run_1/flops_by_reg.png
Drawn at 10 px/um.
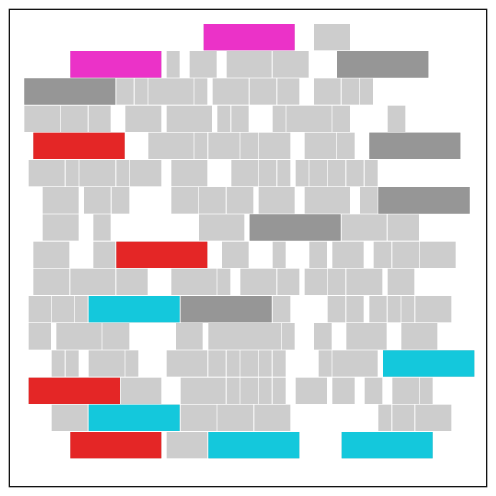
run_1/power_grid.png
Drawn at 8 px/um. Pins as bars on the die edge.
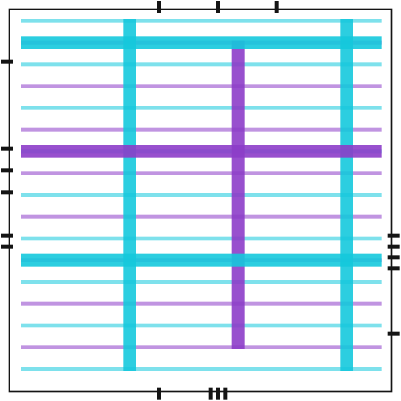
run_1/congestion.png
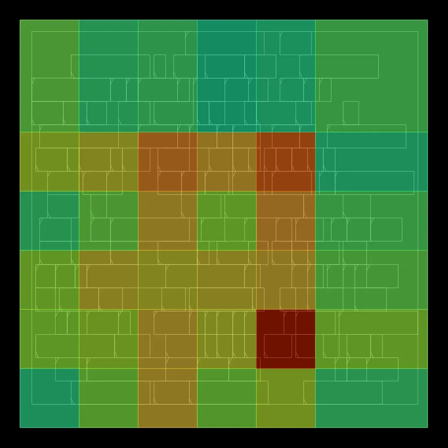
run_1/clk_routes.png
Drawn at 12 px/um.
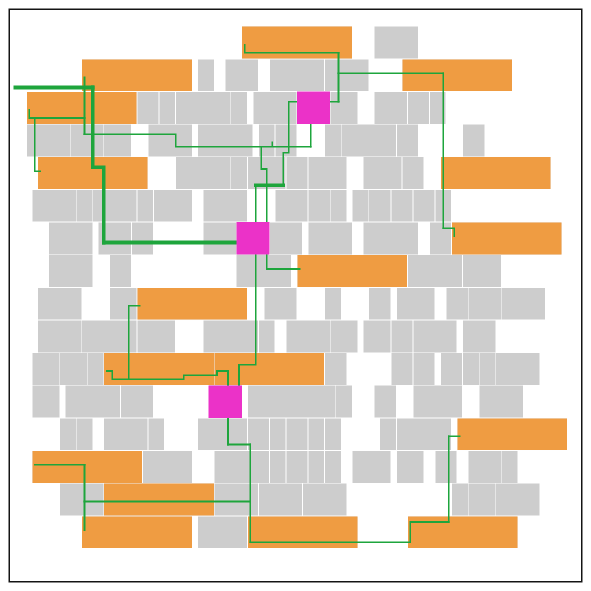
===== src/rtl/conv_layer_sequencer.sv =====
`default_nettype none
// ============================================================================
// Module   : conv_layer_sequencer
// Purpose  : Control sequencer for one P=1 convolution layer: loads the x
//            buffer, walks filter taps per output, hands off each finished y.
// Revision : 1.0 - initial release
// ============================================================================
module conv_layer_sequencer #(
    parameter int ADDRX = 5,
    parameter int ADDRF = 4,
    parameter int LENX  = 32,
    parameter int LENF  = 9
) (
    input  logic             clk,
    input  logic             reset,
    input  logic             s_valid_x,
    output logic             s_ready_x,
    output logic             wr_en_x,
    output logic [ADDRX-1:0] addr_x,
    output logic [ADDRF-1:0] addr_f,
    output logic             clr_acc,
    output logic             en_acc,
    output logic             m_valid_y,
    input  logic             m_ready_y
);

    localparam int SIZE = LENX - LENF + 1;

    localparam logic [ADDRX-1:0] WPTR_LAST = ADDRX'(LENX - 1);
    localparam logic [ADDRF-1:0] K_LAST    = ADDRF'(LENF - 1);
    localparam logic [ADDRX-1:0] OIDX_LAST = ADDRX'(SIZE - 1);

    typedef enum logic [1:0] {
        ST_LOAD    = 2'd0,
        ST_COMPUTE = 2'd1,
        ST_DRAIN   = 2'd2,
        ST_OUTPUT  = 2'd3
    } state_t;

    state_t           state_q;
    logic [ADDRX-1:0] wptr_q;
    logic [ADDRX-1:0] oidx_q;
    logic [ADDRF-1:0] k_q;
    logic             en_dly_q;

    always_ff @(posedge clk or negedge reset) begin
        if (!reset) begin
            state_q  <= ST_LOAD;
            wptr_q   <= '0;
            oidx_q   <= '0;
            k_q      <= '0;
            en_dly_q <= 1'b0;
        end else begin
            // Reads have one cycle of latency, so the MAC enable trails COMPUTE by one edge.
            en_dly_q <= (state_q == ST_COMPUTE);
            case (state_q)
                ST_LOAD: begin
                    if (s_valid_x) begin
                        if (wptr_q == WPTR_LAST) begin
                            wptr_q  <= '0;
                            k_q     <= '0;
                            oidx_q  <= '0;
                            state_q <= ST_COMPUTE;
                        end else begin
                            wptr_q <= wptr_q + ADDRX'(1);
                        end
                    end
                end
                ST_COMPUTE: begin
                    if (k_q == K_LAST) begin
                        state_q <= ST_DRAIN;
                    end else begin
                        k_q <= k_q + ADDRF'(1);
                    end
                end
                ST_DRAIN: begin
                    state_q <= ST_OUTPUT;
                end
                ST_OUTPUT: begin
                    if (m_ready_y) begin
                        if (oidx_q == OIDX_LAST) begin
                            oidx_q  <= '0;
                            state_q <= ST_LOAD;
                        end else begin
                            oidx_q  <= oidx_q + ADDRX'(1);
                            k_q     <= '0;
                            state_q <= ST_COMPUTE;
                        end
                    end
                end
                default: begin
                    state_q <= ST_LOAD;
                end
            endcase
        end
    end

    // Ready is qualified by reset so nothing is accepted while reset is held.
    assign s_ready_x = reset & (state_q == ST_LOAD);
    assign wr_en_x   = s_valid_x & s_ready_x;
    assign addr_x    = (state_q == ST_LOAD) ? wptr_q : (oidx_q + ADDRX'(k_q));
    assign addr_f    = (state_q == ST_COMPUTE) ? k_q : '0;
    assign clr_acc   = (state_q == ST_COMPUTE) && (k_q == '0);
    assign en_acc    = en_dly_q;
    assign m_valid_y = (state_q == ST_OUTPUT);

endmodule
`default_nettype wire


===== config.mk =====
export PLATFORM = sky130hd
export DESIGN_NAME = conv_layer_sequencer
export DESIGN_NICKNAME = d
export VERILOG_FILES = /design/src/rtl/conv_layer_sequencer.sv
export SDC_FILE = /design/constraint.sdc
export NUM_CORES = 1
export LEC_CHECK = 0
export CAP_MARGIN = 25
export CORE_UTILIZATION = 57
export DETAILED_ROUTE_END_ITERATION = 6
export GPL_TIMING_DRIVEN = 0
export HOLD_SLACK_MARGIN = 0.02
export PLACE_DENSITY = 0.83
export SLEW_MARGIN = 10
export SYNTH_ARGS = -nofsm -noshare
export SYNTH_HDL_FRONTEND = slang
export SYNTH_SLANG_ARGS = --single-unit

===== constraint.sdc =====
create_clock -name clk -period 4 [get_ports clk]
set_input_delay 0.4 -clock clk [delete_from_list [all_inputs] [get_ports clk]]
set_output_delay 0.4 -clock clk [all_outputs]
set_load 0.01 [all_outputs]

==> flow_summary.yaml, run 1 <==
# flow metrics
status:
  outcome: "finished clean"
worst_hold_path:
  min_delay_path_depth: 1
  min_delay_endpoint: "wptr_q[2]$_DFFE_PN0P_"
  hold_crit_path_type: "flip-flop to flip-flop"
  worst_hold_startpoint: "wptr_q[2]$_DFFE_PN0P_"
finish:
  post_layout_nonfiller_instances: 175
  comb_cells: 98
  dominant_cells: "multi-input combinational cells"
  reg.largest.list: "oidx_q: 5 flops, wptr_q: 5 flops, k_q: 4 flops"
  layout.buffer.nonclock.area_share_pct: 13.1
  ff_count: 17
  nNetsFinal: 167
  inverters: 9
  drive_gt1_share_pct: 5.41
  multi_input_comb_area_um2: 711
  comb_area_share_pct: 50.2
  regArea_um2: 425
  clock_buf_inv_share_pct: 1.86
  diodes: 0
  register_fraction_of_the_total_cell_area_pct: 30.1
  final_cell_area_um2: 1420
  num-clock-buffers: 4
  fillers: 166
timing:
  holdWs_ns: 0.550
  fmaxAchievable_mhz: 344
  report.final.setup_viol: 0
  maxSlewViolCount: 0
  slew_headroom_pct: 43.7
  timing.setup.tns_ns: 0
  finalWorstPathRequiredPeriod_ns: 2.91
  tightestPinTransition_ns: 0.842
  hold_violations: 0
  worst_slack_ns: 1.09
  setup_repair_after_global_routing_missed_its_margin: "no"
  final_min_period_over_clock_period_pct: 72.7
pwr:
  p_clk_mw: 0.0946
  total_leakage_power_nw: 0.646
  vdd_drop_max_mv: 0.466
  sequential_share_of_power_pct: 30.4
  power_frac_comb_pct: 60.0
  p_sw_mw: 0.428
  totalPowerFinal_mw: 0.991
  power_top_consumer: "combinational cells"
  clock_power_share_pct: 9.6
  power.switching_fraction_pct: 43.2
  internal_power_mw: 0.562
  power-per-cell-area_nw_per_um2: 700
  seq_cell_power_mw: 0.301
routing:
  vias: 1043
  route.final.wire_length_mm: 2.49
  final_antenna_net_count: 0
  drt_pass1_iterations: 4
  met2RoutedLength_mm: 1.22
  route.layer.met1.wl_mm: 1.11
  drt_first_iter_violations: 27
  metal3_wl_um: 138
  top_layer: "met4"
  drc: 0
grt:
  grt_use_total_pct: 24.7
  grt_first_pass_wirelength_mm: 3.88
  grt_antenna_before_repair: 0
  grt_pass1_vias: 904
  global_route_track_usage_on_met1_pct: 32.0
  globalRoute.totalOverflow: 0
  largest_net_degree_at_the_start_of_global_routing: 20
synth:
  largest_type_area_fraction_pct: 35.9
  ys_area_um2: 1180
  synth.cell_area_um2: 1180
  simple_gate_area_share_pct: 21.8
  yosysWarningCount: 0
  top_cells_by_area: "dfrtp_1, ha_1, o21ai_0"
  synthesis.area_per_instance_um2: 9.33
  mux_area_share_pct: 5.49
  top_area_cell: "dfrtp_1"
  synth.cellmix.xorXnorShare_pct: 1.48
  topCombFamilyByArea: "simple AND/OR/NAND/NOR gates"
  async_reset_ff_share_pct: 100
  flip_flops_with_a_built_in_enable: 0
  aoi_share_pct: 15.8
  synth_stat.cells: 127
  netlist-cell-type-count: 34
  post_synth_most_frequent_cells: "dfrtp_1, nand2_1, ha_1, o21ai_0, inv_1"
  synth.cellmix.adderShare_pct: 15.4
  number_of_instances_in_the_synthesized_netlist: 127
  dominantRegCellSynth: "dfrtp_1"
  synth_flops: 17
floorplan:
  tap-cell-count: 27
  initial_utilization_pct: 60.4
  chipArea_um2: 2270
clock_tree:
  clk_pin_slew_ns: 0.10
  cts_sinks: 17
  clock_root_buffer_master: "clkbuf_4"
  cts-root-to-sink-buffers: 2
  cts_tree: "built"
  cts-resized-gates: 0
  tritoncts.num_buffers: 3
  post_cts_hold_buffer_count: 0
  post-cts-setup-buffer-count: 0
placement:
  pre_cts_slack_ns: 1.32
  weighted_congestion_at_the_end_of_routability_driven_global_placement: 0.843
  total_cell_area_at_the_placement_stage_um2: 1390
  io_buffers: 17
  dp.cells: 171
  dpl.hpwl_mm: 1.92
critical_path:
  slowest_delay_ns: 0.57
  worst_setup_path_startpoint: "oidx_q[0]$_DFFE_PN0P_"
  required_ns: 3.60
  timing.critical_path.max_delay_family: "buffers and inverters"
  regToRegStartpoint: "wptr_q[0]$_DFFE_PN0P_"
  crit_type: "flip-flop to output pin"
  cp.buffers_inverters: 2
  critical_path.endpoint_type: "output pin"
  crit_path_cell_trace: "ha_1, inv_1, fa_1, nor2b_1, o21ai_0, nor3b_1, o31ai_1, clkdlybuf4s50_1"
  timing.rr.end: "oidx_q[3]$_DFFE_PN0P_"
  arrival_ns: 2.51
  reg2regPathDepth: 7
  critPathSlowestCell: "clkdlybuf4s50_1"
flow_run:
  max_cap_viol_count: 0
  warning_count: 30
Back to the opening pictures, flops_by_reg.png:
Key: magenta = state_q [placed flops 2]; cyan = wptr_q [placed flops 5]; red = k_q [placed flops 4]
Another 6 sequential cells are not coloured.

Back to the opening pictures, power_grid.png:
Key: purple = VDD; cyan = VSS
The core has 16 rows. 3 straps on met4. 3 straps on met5. 17 met1 rails follow the rows. 18 signal pins sit on the boundary.
vertical extent of the die: 47.6 um
floorplan die width: 47.6 um
Core Region: 1960 um2

Back to the opening pictures, congestion.png:
global routing met2 resource utilization: 41.9%
Core Util, Final: 72.1%
met3 track utilization from global routing: 4.15%
global routing's busiest layer: met2
Wirelength per Cell: 14.2 um

Back to the opening pictures, clk_routes.png:
Key: green = clock wires [length 238 um]; magenta = clock drivers [count 3]; orange = flip-flops [count 17]
There are 4 routed clock nets.
clock insertion delay at the later pin of the skew report: 0.29 ns
final clock skew: 0.00248 ns

run_1/placement_by_type.png
Drawn at 10 px/um. Fill, decap, tap and diode cells in grey.
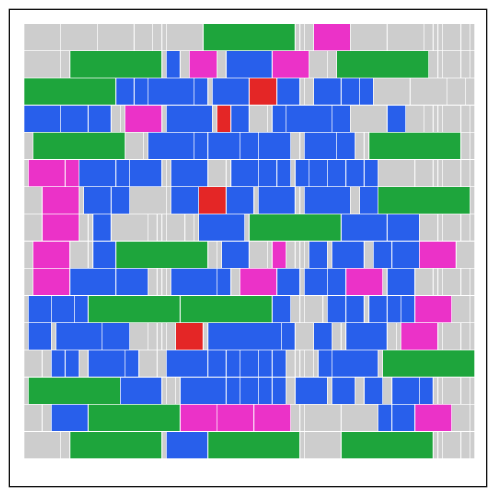

==> run 2, diff against run 1 <==
- CORE_UTILIZATION: 57 -> 53
- PLACE_DENSITY: 0.83 -> 0.78
- clock period: 4 -> 2.8 ns (I/O delays scaled with it)
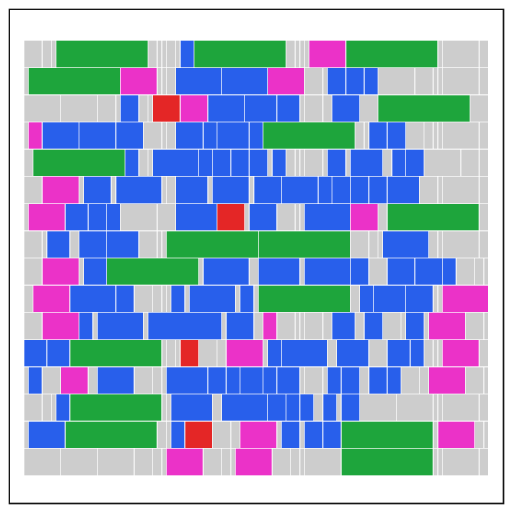
run_2/placement_by_type.png
Drawn at 10 px/um. Fill, decap, tap and diode cells in grey.
Key: green = sequential cells [cells 17, share of their area 30%]; blue = combinational and other logic [cells 107, share of their area 53%]; red = clock drivers and dummy loads [cells 4, share of their area 2.0%]; magenta = remaining buffers and delay cells [cells 22, share of their area 14%]

==> flow_summary.yaml, run 2 <==
# flow metrics
synth:
  synth_flops: 17
  topCombFamilyByArea: "simple AND/OR/NAND/NOR gates"
  mux_area_share_pct: 5.49
  synthesis.area_per_instance_um2: 9.33
  dominantRegCellSynth: "dfrtp_1"
  synth.cellmix.xorXnorShare_pct: 1.48
  simple_gate_area_share_pct: 21.8
  synth.cellmix.adderShare_pct: 15.4
  async_reset_ff_share_pct: 100
  aoi_share_pct: 15.8
  post_synth_most_frequent_cells: "dfrtp_1, nand2_1, ha_1, o21ai_0, inv_1"
  largest_type_area_fraction_pct: 35.9
  netlist-cell-type-count: 34
placement:
  dpl.hpwl_mm: 1.78
  dp.cells: 171
  pre_cts_slack_ns: 0.346
  weighted_congestion_at_the_end_of_routability_driven_global_placement: 0.836
finish:
  fillers: 173
  dominant_cells: "multi-input combinational cells"
  nNetsFinal: 169
  final_cell_area_um2: 1430
  post-route-util_pct: 70.9
  comb_cells: 98
  inverters: 9
  register_fraction_of_the_total_cell_area_pct: 29.7
  post_layout_nonfiller_instances: 177
  drive_gt1_share_pct: 7.33
  layout.buffer.nonclock.area_share_pct: 14.1
  num-clock-buffers: 3
  clock_buf_inv_share_pct: 1.92
  ff_count: 17
  comb_area_share_pct: 49.6
timing:
  report.final.setup_viol: 0
  tightestPinTransition_ns: 0.807
  fmaxAchievable_mhz: 395
  slew_headroom_pct: 46.0
  maxSlewViolCount: 0
  hold_violations: 0
  finalWorstPathRequiredPeriod_ns: 2.53
  holdWs_ns: 0.428
  worst_slack_ns: 0.270
critical_path:
  required_ns: 2.52
  reg2regPathDepth: 7
  arrival_ns: 2.25
  timing.rr.end: "oidx_q[3]$_DFFE_PN0P_"
  regToRegStartpoint: "wptr_q[0]$_DFFE_PN0P_"
  worst_setup_path_startpoint: "state_q[1]$_DFFE_PN0P_"
  timing.critical_path.max_delay_family: "buffers and inverters"
  crit_type: "flip-flop to output pin"
grt:
  grt_use_total_pct: 23.2
  global_route_track_usage_on_met1_pct: 31.3
  largest_net_degree_at_the_start_of_global_routing: 20
  grt_antenna_before_repair: 0
  grt.busiest_layer: "met2"
  gr-usage-met2_pct: 36.5
clock_tree:
  clk_pin_slew_ns: 0.11
  cts-resized-gates: 0
  clkLatencyLatePin_ns: 0.31
  cts_sinks: 17
pwr:
  internal_power_mw: 0.815
  p_sw_mw: 0.620
  power-per-cell-area_nw_per_um2: 1000
  vdd_drop_max_mv: 0.671
  power_top_consumer: "combinational cells"
  seq_cell_power_mw: 0.425
routing:
  route.final.wire_length_mm: 2.40
  drc: 0
  routed_wire_length_per_instance_um: 13.6
  vias: 1005
  route.layer.met1.wl_mm: 1.17
  top_layer: "met4"
  drt_first_iter_violations: 16
  final_antenna_net_count: 0
  metal3_wl_um: 87
flow_run:
  max_cap_viol_count: 0
floorplan:
  die-height_um: 49.3
  core-area_um2: 2020
  tap-cell-count: 27
status:
  outcome: "finished clean"
Power is estimated from default activity; no workload was simulated.
